$ cat src/rtl/sort_pkg.sv
// Shared types for the 8-lane sorting network and its downstream stages.
//   data_t          : one 32-bit sorted word
//   N_LANES_DEFAULT : words per sorted frame
//   frame_t         : one full frame, lane 0 in the low slot
//   ser_state_t     : serializer FSM states
package sort_pkg;

  typedef logic [31:0] data_t;

  localparam int unsigned N_LANES_DEFAULT = 8;

  typedef data_t [N_LANES_DEFAULT-1:0] frame_t;

  typedef enum logic {
    IDLE   = 1'b0,
    STREAM = 1'b1
  } ser_state_t;

endpackage

$ cat src/rtl/sort_8_serializer.sv
// sort_8_serializer: captures one sorted 8-word frame from the sorter and
// streams it out one word per cycle, lane 0 first, with a last-word marker.
// Back-to-back frames stream without a bubble.
//
// Ports:
//   clk, rst           : clock, synchronous active-high reset
//   in_valid/in_ready  : frame capture handshake (in_ready is combinational)
//   sort_0..sort_7     : sorted frame, lane 0 = smallest
//   out_valid/ready    : output word handshake
//   out_data/idx/last  : current word, its lane index, last-lane flag
//   err_order          : sticky frame-order error
//
// Optional feature: define SORT_SER_ORDER_CHECK_EN to enable the frame-order
// check driving err_order; otherwise err_order is tied to 0.
module sort_8_serializer
  import sort_pkg::*;
#(
  parameter int unsigned N_LANES = N_LANES_DEFAULT,
  parameter int unsigned IDX_W   = $clog2(N_LANES)
) (
  input  logic             clk,
  input  logic             rst,
  input  logic             in_valid,
  output logic             in_ready,
  input  data_t            sort_0,
  input  data_t            sort_1,
  input  data_t            sort_2,
  input  data_t            sort_3,
  input  data_t            sort_4,
  input  data_t            sort_5,
  input  data_t            sort_6,
  input  data_t            sort_7,
  output logic             out_valid,
  input  logic             out_ready,
  output data_t            out_data,
  output logic [IDX_W-1:0] out_idx,
  output logic             out_last,
  output logic             err_order
);

  ser_state_t       state_q, state_d;
  frame_t           frame_q, frame_d;
  frame_t           in_frame;
  logic [IDX_W-1:0] idx_q, idx_d;
  logic             out_valid_d, out_last_d;
  data_t            out_data_d;
  logic [IDX_W-1:0] out_idx_d;
  logic             capture, accept;

  assign in_frame = {sort_7, sort_6, sort_5, sort_4, sort_3, sort_2, sort_1, sort_0};

  // Ready when idle, or when the last word leaves this cycle.
  assign in_ready = !rst && ((state_q == IDLE) || (out_valid && out_ready && out_last));
  assign capture  = in_valid && in_ready;
  assign accept   = out_valid && out_ready;

  // Next state, frame, index, and the registered output image of the next word.
  always_comb begin
    state_d = state_q;
    frame_d = frame_q;
    idx_d   = idx_q;
    if (capture) begin
      state_d = STREAM;
      frame_d = in_frame;
      idx_d   = '0;
    end else if (accept) begin
      if (out_last) state_d = IDLE;
      else          idx_d   = idx_q + IDX_W'(1);
    end
    out_valid_d = (state_d == STREAM);
    out_data_d  = out_valid_d ? frame_d[idx_d] : '0;
    out_idx_d   = out_valid_d ? idx_d : '0;
    out_last_d  = out_valid_d && (idx_d == IDX_W'(N_LANES - 1));
  end

  always_ff @(posedge clk) begin
    if (rst) begin
      state_q   <= IDLE;
      frame_q   <= '0;
      idx_q     <= '0;
      out_valid <= 1'b0;
      out_data  <= '0;
      out_idx   <= '0;
      out_last  <= 1'b0;
    end else begin
      state_q   <= state_d;
      frame_q   <= frame_d;
      idx_q     <= idx_d;
      out_valid <= out_valid_d;
      out_data  <= out_data_d;
      out_idx   <= out_idx_d;
      out_last  <= out_last_d;
    end
  end

`ifdef SORT_SER_ORDER_CHECK_EN
  logic order_viol;
  logic err_q;

  // Unsigned non-decreasing check across adjacent lanes; equal is legal.
  always_comb begin
    order_viol = 1'b0;
    for (int i = 0; i < int'(N_LANES_DEFAULT) - 1; i++) begin
      if (in_frame[i] > in_frame[i+1]) order_viol = 1'b1;
    end
  end

  always_ff @(posedge clk) begin
    if (rst)                          err_q <= 1'b0;
    else if (capture && order_viol)   err_q <= 1'b1;
  end

  assign err_order = err_q;
`else
  assign err_order = 1'b0;
`endif

endmodule

$ cat config.mk
export PLATFORM = sky130hd
export DESIGN_NAME = sort_8_serializer
export DESIGN_NICKNAME = d
export VERILOG_FILES = /design/src/rtl/sort_pkg.sv /design/src/rtl/sort_8_serializer.sv
export SDC_FILE = /design/constraint.sdc
export NUM_CORES = 1
export LEC_CHECK = 0
export CORE_MARGIN = 5
export CORE_UTILIZATION = 49
export DETAILED_ROUTE_END_ITERATION = 8
export PLACE_DENSITY = 0.8
export REMOVE_ABC_BUFFERS = 1
export SLEW_MARGIN = 25
export SYNTH_ARGS = -nofsm -noshare
export SYNTH_HDL_FRONTEND = slang
export SYNTH_SLANG_ARGS = --single-unit
$ cat constraint.sdc
create_clock -name clk -period 3.6 [get_ports clk]
set_clock_uncertainty 0.2 [all_clocks]
set_input_delay 1.08 -clock clk [delete_from_list [all_inputs] [get_ports clk]]
set_output_delay 1.08 -clock clk [all_outputs]
set_load 0.02 [all_outputs]
Fig. 1: run 1, sizing map
Scale: 2 px per µm.
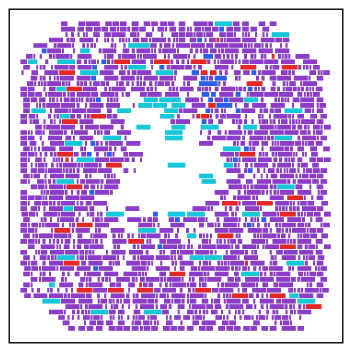
_6 and larger: drawn in cyan, cells 57. _2 cells: drawn in red, cells 42. _0 and _1 cells: drawn in purple, cells 1586. _3 and _4 cells: drawn in blue, cells 37.
Area Overhead vs Synth: 37.3%
Signal buffers: 343
final setup margin: 197 ps
design area: 0.0164 mm²

Fig. 2: run 1, placed cells, one color a class
Scale: 2 px per µm. Fill, decap, tap and diode cells in gray.
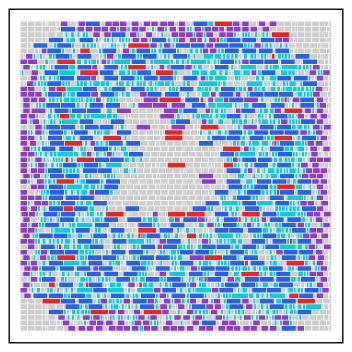
flops: drawn in blue, cells 296. combinational and other logic: drawn in cyan, cells 1027. other buffers and delay cells: drawn in purple, cells 343. clock drivers and dummy loads: drawn in red, cells 56.

==> out/metrics.csv, run 1 <==
stage;metric;value;unit
status;status;finished, final reports clean;
power_and_ir_drop;comb pwr;0.000984;W
floorplanning;Initial Util;49.5;%
clock_tree;Late-Pin Clk Latency;540;ps
synth;ys flop type;dfxtp_1;
synth;xor/xnor share;0.0735;%
clock_tree;hold buffers post-CTS;0;
clock_tree;post-CTS setup buffers;0;
layout;Nets;1959;
clock_tree;post_cts resized;1;
clock_tree;CTS H-tree depth;1;
setup_path;Slowest cell on crit path;clkdlybuf4s50_1;
synth;Mux cell area share;7.06;%
synth;top cells by count;nand2_1 (514), dfxtp_1 (296), a21oi_1 (257), clkbuf_1 (83);
synth;count of library flops with an enable pin;0;
clock_tree;CTS tree;done;
synth;synthesized-area fraction occupied by and/or/nand/nor cells;18.5;%
setup_path;reg2reg path depth;7;
sta;final hold vios;0;
grt;initial antenna violation count;1;
synth;cell taking the most area after synthesis;dfxtp_1;
synth;area share, top type;49.7;%
power_and_ir_drop;Sw Share;23.5;%
min_path;Worst Hold End;frame_q[95]$_SDFF_PP0_;
min_path;WHS Path Cells;2;
grt;number of global-route vias before repair;10648;
setup_path;Crit Path Class;in2out;
clock_tree;CTS buffer count;30;
clock_tree;clk sink count;296;
setup_path;reg2reg end;out_data[10]$_SDFF_PP0_;
power_and_ir_drop;Comb pwr share;13.0;%
synth;# Cells Yosys;1442;
floorplanning;die width;166;µm
sta;Period minus WS final;3400;ps
route;residual DRC count;0;
sta;Fmax;294;MHz
clock_tree;Clk pin slew, worst setup/hold paths;60;ps
setup_path;critical path, cell by cell;clkdlybuf4s50_1, a21boi_1, nor2_1, dlygate4sd2_1;
run;Max Cap Viol;0;
route;DRT iter0 DRCs;1018;
synth;Avg Cell Area, Syn;8.27;µm²
floorplanning;count of standard-cell rows;57;
layout;dominant logic cell type in the layout;nand2_1;
placed_design;gpl congestion;0.852;
setup_path;Largest delay share family, worst path;buffers and inverters;
placed_design;Place WS;-71.4;ps
synth;most frequent cell after synthesis;nand2_1;
setup_path;setup slack, reg-to-reg;980;ps
setup_path;Crit path largest cell delay;490;ps
layout;Post-Layout Cell Count;2047;
setup_path;Levels on crit path;4;
placed_design;post-DP HPWL;23700;µm
synth;register share after synthesis;49.7;%
power_and_ir_drop;Flop pwr share;46.0;%
synth;Netlist cell types;38;
power_and_ir_drop;leakage power;5.87;nW
setup_path;CP startpoint kind;input pin;
synth;Top logic family;AND-OR/OR-AND gates;
layout;Fillers;1936;
sta;Tightest Pin Transition;901;ps
setup_path;critical path data required time;2320;ps
floorplanning;I/O Pins;299;
setup_path;CP bufs+invs;2;
placed_design;PortBufs;297;
grt;largest net degree at the start of global routing;89;
route;Routed WL;34700;µm
layout;layout cells sized above 1;7.90;%
sta;Max-slew headroom;39.9;%
setup_path;Worst Path Max Fanout;2;
power_and_ir_drop;sequential group power;0.00349;W
run;tool warning count;25;
power_and_ir_drop;P_sw;0.00178;W
synth;and-or/or-and share of the synthesized area;20.0;%
power_and_ir_drop;clk pwr;0.00311;W
min_path;hold_sp;frame_q[95]$_SDFF_PP0_;
layout;final core utilization;67.9;%
sta;unrepaired setup endpoints after global routing;no;
grt;first-pass GRT wire length;54900;µm
grt;global route overflow;0;
floorplanning;chip area;0.0275;mm²
sta;worst hold slack;251;ps
synth;synth warn;0;
synth;Adder-Cell Fraction of Synth Area;0.105;%
clock_tree;Clock Tree Root;clkbuf_16;
sta;Final Max Tran Viols;0;
route;Avg WL per Cell;16.9;µm
placed_design;dpl cells;1990;
sta;cycle use final;94.5;%
setup_path;CP Capture Type;primary output;
route;Vias per Instance;5.40;
sta;setup_tns;0;ps
synth;share of flip-flops with an asynchronous set or reset;0;%
power_and_ir_drop;Pwr Density;463;mW/mm²
synth;FF+latch count, synth;296;
synth;top cells, area;dfxtp_1 (50%), nand2_1 (16%), a21oi_1 (11%);
setup_path;CP endpoint;in_ready;
clock_tree;largest buffer count on any clock path;3;
synth;yosys stat area;0.0119;mm²
grt;Total GRT Usage;23.7;%
power_and_ir_drop;Clk network pwr share;41.0;%
power_and_ir_drop;top power group;registers;
power_and_ir_drop;internal power;0.00580;W
route;via count;11064;
sta;final setup fails;0;
setup_path;CP startpoint;out_ready;
layout;Top Layout Cells;nand2_1 (513), dfxtp_1 (296), clkdlybuf4s50_1 (295);
power_and_ir_drop;Final Power;0.00758;W
placed_design;Post-Place Cell Area;0.0154;mm²
floorplanning;Die Y;166;µm
route;ANT nets after route;0;
setup_path;worst flop-to-flop path startpoint;idx_q[0]$_SDFF_PP0_;
synth;cell count after synthesis;1442;
floorplanning;Core ar.;0.0241;mm²
Fig. 3: run 1, metal 3
Scale: 3 px per µm.
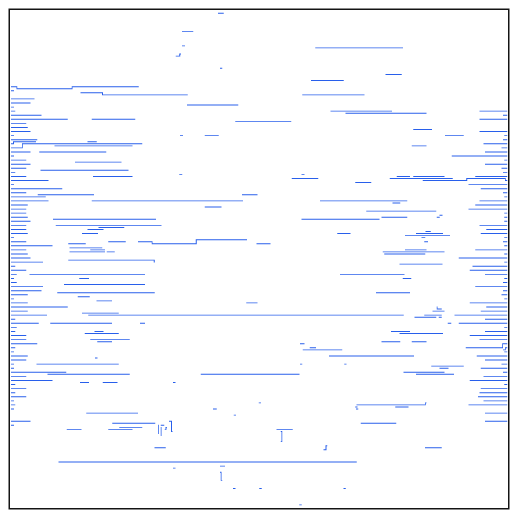
The layer carries 2630 µm of wire. The layer holds 7.6% of the routed length. The longest straight run is 105 µm. 245 nets have wire on it. The wires run mostly horizontal.

## run 1: cell type report
cell class	count	area, µm²	share of cell area [%]
antenna	1	2.50	0.0153
clock buffer	48	910	5.56
clock inverter	8	93.8	0.573
inverter	2	7.51	0.0459
multi-input combinational	1025	5520	33.7
sequential	296	5930	36.2
tap	324	405	2.48
timing repair buffer	343	3510	21.4
## run 1: per-layer routing
layer | vias to the layer above | wire length, µm | global-route usage [%]
met5 | - | 0 | 0
met4 | 0 | 784 | 5.67
met3 | 53 | 2630 | 4.48
met2 | 430 | 16800 | 40.3
met1 | 5172 | 14400 | 31.4
li1 | 5409 | - | -
## run 1: flip-flops by register name (all words and copies together) (netlist names)
signal and cells:
out_data 32, out_last 1, state_q 1, out_idx 3, frame_q 256, idx_q 3
## Run 2: what changed since run 1
--- a/config.mk
+++ b/config.mk
@@ -6,9 +6,10 @@
 export NUM_CORES = 1
 export LEC_CHECK = 0
 export CORE_MARGIN = 5
-export CORE_UTILIZATION = 49
+export CORE_UTILIZATION = 51
+export CTS_BUF_LIST = sky130_fd_sc_hd__clkbuf_4
 export DETAILED_ROUTE_END_ITERATION = 8
-export PLACE_DENSITY = 0.8
+export PLACE_DENSITY = 0.82
 export REMOVE_ABC_BUFFERS = 1
 export SLEW_MARGIN = 25
 export SYNTH_ARGS = -nofsm -noshare
Fig. 4: run 2, placed cells, one color a class
Scale: 2 px per µm. Fill, decap, tap and diode cells in gray.
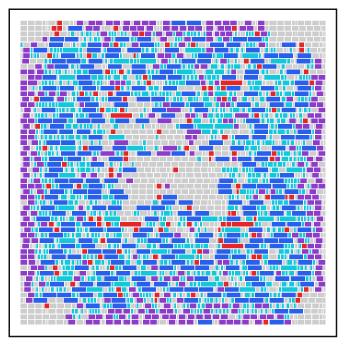
flops: drawn in blue, cells 296. clock drivers and dummy loads: drawn in red, cells 121. other buffers and delay cells: drawn in purple, cells 347. combinational and other logic: drawn in cyan, cells 1027.

Fig. 5: run 2, routing congestion
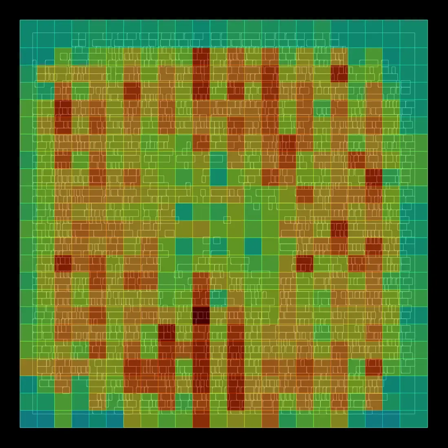
global routing usage on met1: 31.9%
final core utilization: 70.0%
Global Route met3 Usage: 6.07%
GR peak layer: met2

==> out/metrics.csv, run 2 <==
stage;metric;value;unit
grt;initial antenna violation count;1;
layout;design area;0.0163;mm²
setup_path;CP Capture Type;primary output;
grt;met2 usage;41.8;%
synth;Avg Cell Area, Syn;8.27;µm²
setup_path;critical path data required time;2320;ps
synth;ys flop type;dfxtp_1;
run;Max Cap Viol;0;
grt;number of global-route vias before repair;11000;
clock_tree;post-CTS setup buffers;0;
clock_tree;Late-Pin Clk Latency;660;ps
floorplanning;count of standard-cell rows;56;
synth;top cells by count;nand2_1 (514), dfxtp_1 (296), a21oi_1 (257), clkbuf_1 (83);
route;WL met3;2740;µm
floorplanning;Initial Util;51.2;%
synth;FF+latch count, synth;296;
route;ANT nets after route;0;
placed_design;PortBufs;297;
synth;# Cells Yosys;1442;
route;highest metal used;met4;
synth;yosys stat area;0.0119;mm²
sta;worst hold slack;250;ps
route;residual DRC count;0;
setup_path;Arr. time, crit path;2090;ps
layout;Flop Count;296;
placed_design;Place WS;-66.1;ps
grt;largest net degree at the start of global routing;96;
clock_tree;clk sink count;296;
setup_path;Levels on crit path;4;
sta;setup_tns;0;ps
setup_path;reg2reg end;out_data[13]$_SDFF_PP0_;
setup_path;CP bufs+invs;2;
placed_design;Post-Place Cell Area;0.0153;mm²
min_path;worst min path class;reg2reg;
setup_path;CP endpoint;in_ready;
min_path;WHS Path Cells;2;
route;Avg WL per Cell;16.3;µm
floorplanning;Die Y;163;µm
layout;logic area;0.00552;mm²
setup_path;Crit Path Class;in2out;
route;met2 WL post-DR;16600;µm
clock_tree;Clk pin slew, worst setup/hold paths;60;ps
clock_tree;Clock Tree Root;clkbuf_4;
layout;Reg area;0.00593;mm²
synth;share of flip-flops with an asynchronous set or reset;0;%
setup_path;setup slack, reg-to-reg;1030;ps
synth;most frequent cell after synthesis;nand2_1;
power_and_ir_drop;Final Power;0.00746;W
layout;Largest regs;frame_q x256, out_data x32;
synth;cell taking the most area after synthesis;dfxtp_1;
synth;register share after synthesis;49.7;%
layout;Largest area class, layout;registers;
setup_path;Crit path largest cell delay;480;ps
synth;Post-Syn Area;0.0119;mm²
floorplanning;Core ar.;0.0233;mm²
sta;unrepaired setup endpoints after global routing;no;
power_and_ir_drop;leakage power;5.94;nW
sta;cycle use final;93.5;%
synth;Netlist cell types;38;
synth;count of library flops with an enable pin;0;
layout;Signal buffers;347;
grt;first-pass GRT wire length;54200;µm
setup_path;worst flop-to-flop path startpoint;idx_q[0]$_SDFF_PP0_;
setup_path;critical path, cell by cell;clkdlybuf4s50_1, a21boi_1, nor2_1, dlygate4sd2_1;
layout;flop share of the area;36.4;%
layout;Top Layout Cells;nand2_1 (514), dfxtp_1 (296), clkdlybuf4s50_1 (295);
floorplanning;I/O Pins;299;
layout;layout cells sized above 1;11.4;%
sta;final hold vios;0;
setup_path;reg2reg path depth;7;
layout;Nets;2009;
layout;#MultiIn Comb;1025;
layout;diodes inserted;1;
synth;area share, top type;49.7;%
sta;final setup margin;232;ps
layout;Area Overhead vs Synth;36.7;%
grt;Total GRT Usage;25.0;%
placed_design;gpl congestion;0.836;
layout;Data buffer area share;21.2;%
sta;Period minus WS final;3370;ps
layout;max FFs per register;256;
grt;global route overflow;0;
layout;Fillers;1845;
setup_path;Worst Path Max Fanout;2;
power_and_ir_drop;VDD IR max;236;µV
route;Vias per Instance;5.37;
route;via count;11341;
synth;synth warn;0;
sta;Final Max Tran Viols;0;
synth;top cells, area;dfxtp_1 (50%), nand2_1 (16%), a21oi_1 (11%);
route;Routed WL;34400;µm
setup_path;Largest delay share family, worst path;buffers and inverters;
clock_tree;CTS buffer count;76;
layout;Biggest register;frame_q;
synth;cell count after synthesis;1442;
layout;clkbuf count;106;
floorplanning;chip area;0.0265;mm²
placed_design;post-DP HPWL;23800;µm
clock_tree;CTS tree;done;
setup_path;CP startpoint;out_ready;
layout;Clock Network Area Fraction;6.07;%
setup_path;CP startpoint kind;input pin;
sta;final setup fails;0;
clock_tree;CTS H-tree depth;3;
min_path;Worst Hold End;frame_q[101]$_SDFF_PP0_;
route;wire length on met1;14300;µm
route;DRT iter0 DRCs;907;
floorplanning;tap cells;319;
placed_design;dpl cells;1989;
min_path;hold_sp;frame_q[101]$_SDFF_PP0_;
power_and_ir_drop;Pwr Density;458;mW/mm²
sta;Max-slew headroom;34.5;%
run;tool warning count;25;
route;DR pass1 iterations;6;
sta;Tightest Pin Transition;983;ps
status;status;finished, final reports clean;
clock_tree;largest buffer count on any clock path;3;
sta;Fmax;297;MHz
floorplanning;die width;163;µm
layout;Inverters, non-clock;2;
setup_path;Slowest cell on crit path;clkdlybuf4s50_1;
Fig. 6: run 2, gate-type map
Scale: 2 px per µm.
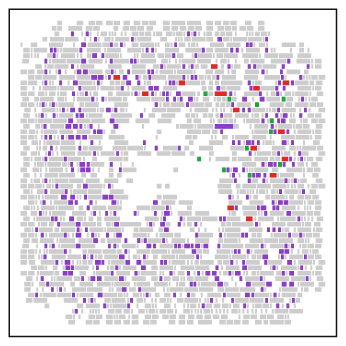
AND-OR and OR-AND gates: drawn in red, cells 14. inverting AOI/OAI gates: drawn in purple, cells 394, where spread over the die. AND and OR gates: drawn in green, cells 11.
Post-Layout Cell Count: 2111
dominant logic cell type in the layout: nand2_1
logic share of the area: 33.9%

## run 2: cell counts after synthesis
No cell type changed its count.
## run 2: what timing repair did
action | CTS | global route
gates resized | 1 | 0
hold buffers | 0 | 0
setup endpoints to repair | 1 | 0
endpoints found under the hold margin | 0 | 0
## run 2: power breakdown
group / switching [W] / internal, W
Clock: 0.00130 / 0.00170
Sequential: 0.0000676 / 0.00342
Combinational: 0.000465 / 0.000507
Total: 0.00184 / 0.00563
## run 2: kinds of logic (layout without fill, tap and decap cells)
kind of cell | Yosys count | after routing | synth area share (%)
other cells | 1 | 2 | 0.0315
xor+xnor | 1 | 1 | 0.0735
fa+ha+maj | 1 | 1 | 0.105
buf+inv | 121 | 470 | 4.43
flops | 296 | 296 | 49.7
mux | 44 | 44 | 7.06
simple gates | 570 | 570 | 18.5
compound gates | 408 | 408 | 20.0
## Run 3: what changed since run 2
--- a/config.mk
+++ b/config.mk
@@ -5,13 +5,13 @@
 export SDC_FILE = /design/constraint.sdc
 export NUM_CORES = 1
 export LEC_CHECK = 0
-export CORE_MARGIN = 5
+export CORE_ASPECT_RATIO = 0.8
 export CORE_UTILIZATION = 51
 export CTS_BUF_LIST = sky130_fd_sc_hd__clkbuf_4
 export DETAILED_ROUTE_END_ITERATION = 8
 export PLACE_DENSITY = 0.82
 export REMOVE_ABC_BUFFERS = 1
-export SLEW_MARGIN = 25
+export SLEW_MARGIN = 40
 export SYNTH_ARGS = -nofsm -noshare
 export SYNTH_HDL_FRONTEND = slang
 export SYNTH_SLANG_ARGS = --single-unit
Fig. 7: run 3, sizing map
Scale: 2 px per µm.
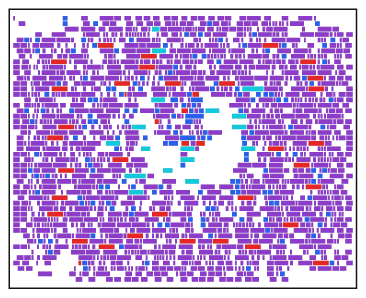
_0 and _1 cells: drawn in purple, cells 1590. _2 cells: drawn in red, cells 39. _3 and _4 cells: drawn in blue, cells 166. _6 and larger: drawn in cyan, cells 17.

Fig. 8: run 3, placed cells, one color a class
Scale: 2 px per µm. Fill, decap, tap and diode cells in gray.
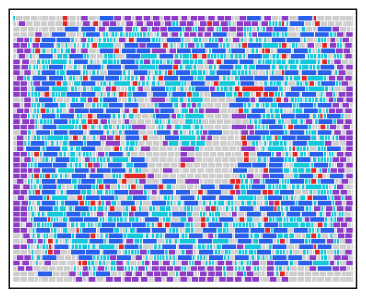
other buffers and delay cells: drawn in purple, cells 367. clock drivers and dummy loads: drawn in red, cells 122. combinational and other logic: drawn in cyan, cells 1027. flops: drawn in blue, cells 296.

Fig. 9: run 3, metal 3
Scale: 3 px per µm.
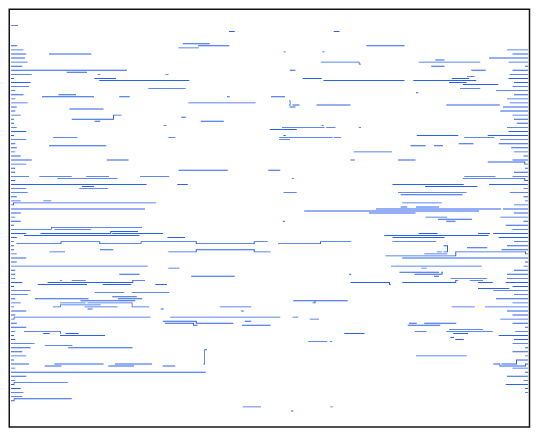
The layer holds 9.1% of the routed length. 278 nets have wire on it.
Routed WL: 34100 µm
via count: 11.5k
Global Route met3 Usage: 7.54%

==> out/metrics.csv, run 3 <==
stage;metric;value;unit
status;status;finished, final reports clean;
grt;number of global-route vias before repair;11084;
synth;ys flop type;dfxtp_1;
sta;Final Max Tran Viols;0;
power_and_ir_drop;P_sw;0.00182;W
setup_path;reg2reg end;out_data[7]$_SDFF_PP0_;
setup_path;CP endpoint;in_ready;
synth;area share, top type;49.7;%
synth;most frequent cell after synthesis;nand2_1;
setup_path;Worst Path Max Fanout;2;
layout;dominant logic cell type in the layout;nand2_1;
sta;Max-slew headroom;51.0;%
layout;logic share of the area;33.7;%
layout;max FFs per register;256;
route;Vias per Instance;5.43;
floorplanning;die width;173;µm
setup_path;Arr. time, crit path;2100;ps
power_and_ir_drop;top power group;registers;
layout;Top Layout Cells;nand2_1 (513), dfxtp_1 (296), clkdlybuf4s50_1 (295);
clock_tree;post_cts resized;1;
synth;top cells, area;dfxtp_1 (50%), nand2_1 (16%), a21oi_1 (11%);
grt;largest net degree at the start of global routing;118;
min_path;WHS Path Cells;2;
power_and_ir_drop;Sw Share;25.2;%
setup_path;critical path data required time;2320;ps
layout;Inverters, non-clock;2;
clock_tree;largest buffer count on any clock path;3;
setup_path;Crit Path Class;in2out;
synth;# Cells Yosys;1442;
setup_path;Slowest cell on crit path;clkdlybuf4s50_1;
power_and_ir_drop;internal power;0.00541;W
power_and_ir_drop;comb pwr;0.00101;W
layout;Biggest register;frame_q;
route;DRT iter0 DRCs;929;
power_and_ir_drop;Flop pwr share;48.3;%
min_path;worst min path class;reg2reg;
layout;Flop Count;296;
clock_tree;CTS H-tree depth;3;
setup_path;Largest delay share family, worst path;buffers and inverters;
sta;cycle use final;93.8;%
layout;Signal buffers;367;
setup_path;CP startpoint kind;input pin;
placed_design;gpl congestion;0.873;
grt;first-pass GRT wire length;54100;µm
sta;final setup margin;223;ps
setup_path;worst flop-to-flop path startpoint;idx_q[0]$_SDFF_PP0_;
setup_path;Crit path largest cell delay;490;ps
sta;Period minus WS final;3380;ps
clock_tree;Clk pin slew, worst setup/hold paths;80;ps
route;residual DRC count;0;
route;Avg WL per Cell;16.1;µm
power_and_ir_drop;Clk network pwr share;37.8;%
layout;Data buffer area share;22.3;%
clock_tree;CTS tree;done;
synth;register share after synthesis;49.7;%
grt;initial antenna violation count;2;
clock_tree;hold buffers post-CTS;0;
synth;Netlist cell types;38;
setup_path;reg2reg path depth;7;
power_and_ir_drop;clk pwr;0.00273;W
power_and_ir_drop;leakage power;6.01;nW
layout;#MultiIn Comb;1025;
synth;Post-Syn Area;0.0119;mm²
floorplanning;Core ar.;0.0227;mm²
floorplanning;I/O Pins;299;
sta;worst hold slack;251;ps
grt;Total GRT Usage;27.9;%
synth;cell taking the most area after synthesis;dfxtp_1;
placed_design;dpl cells;1996;
synth;Avg Cell Area, Syn;8.27;µm²
synth;yosys stat area;0.0119;mm²
setup_path;CP startpoint;out_ready;
placed_design;post-DP HPWL;23600;µm
floorplanning;Initial Util;52.6;%
==> run 3: kinds of logic after synthesis <==
family | count (synthesis) | synth area share (%)
fa+ha+maj | 1 | 0.105
other cells | 1 | 0.0315
buf+inv | 121 | 4.43
simple gates | 570 | 18.5
compound gates | 408 | 20.0
mux | 44 | 7.06
flops | 296 | 49.7
xor+xnor | 1 | 0.0735
==> run 3: layer usage <==
metal  track usage (%)  vias to the layer above  share of wire (%)
met5                 0                        -                  0
met4              10.1                        0                1.9
met3              7.54                       64                9.1
met2              45.9                      522                 48
met1              35.3                     5313                 41
li1                  -                     5601                  -
==> run 3: through the flow <==
stage | instance area, µm² | utilization (%)
after CTS | 16400 | 72.3
after detailed placement | 15500 | 68.3
after floorplan | 11400 | -
final | 16400 | 72.3
after global routing | 16400 | 72.3
after global placement | 15500 | 68.3
No activity file was given, so power comes from the tool's default toggle rates.
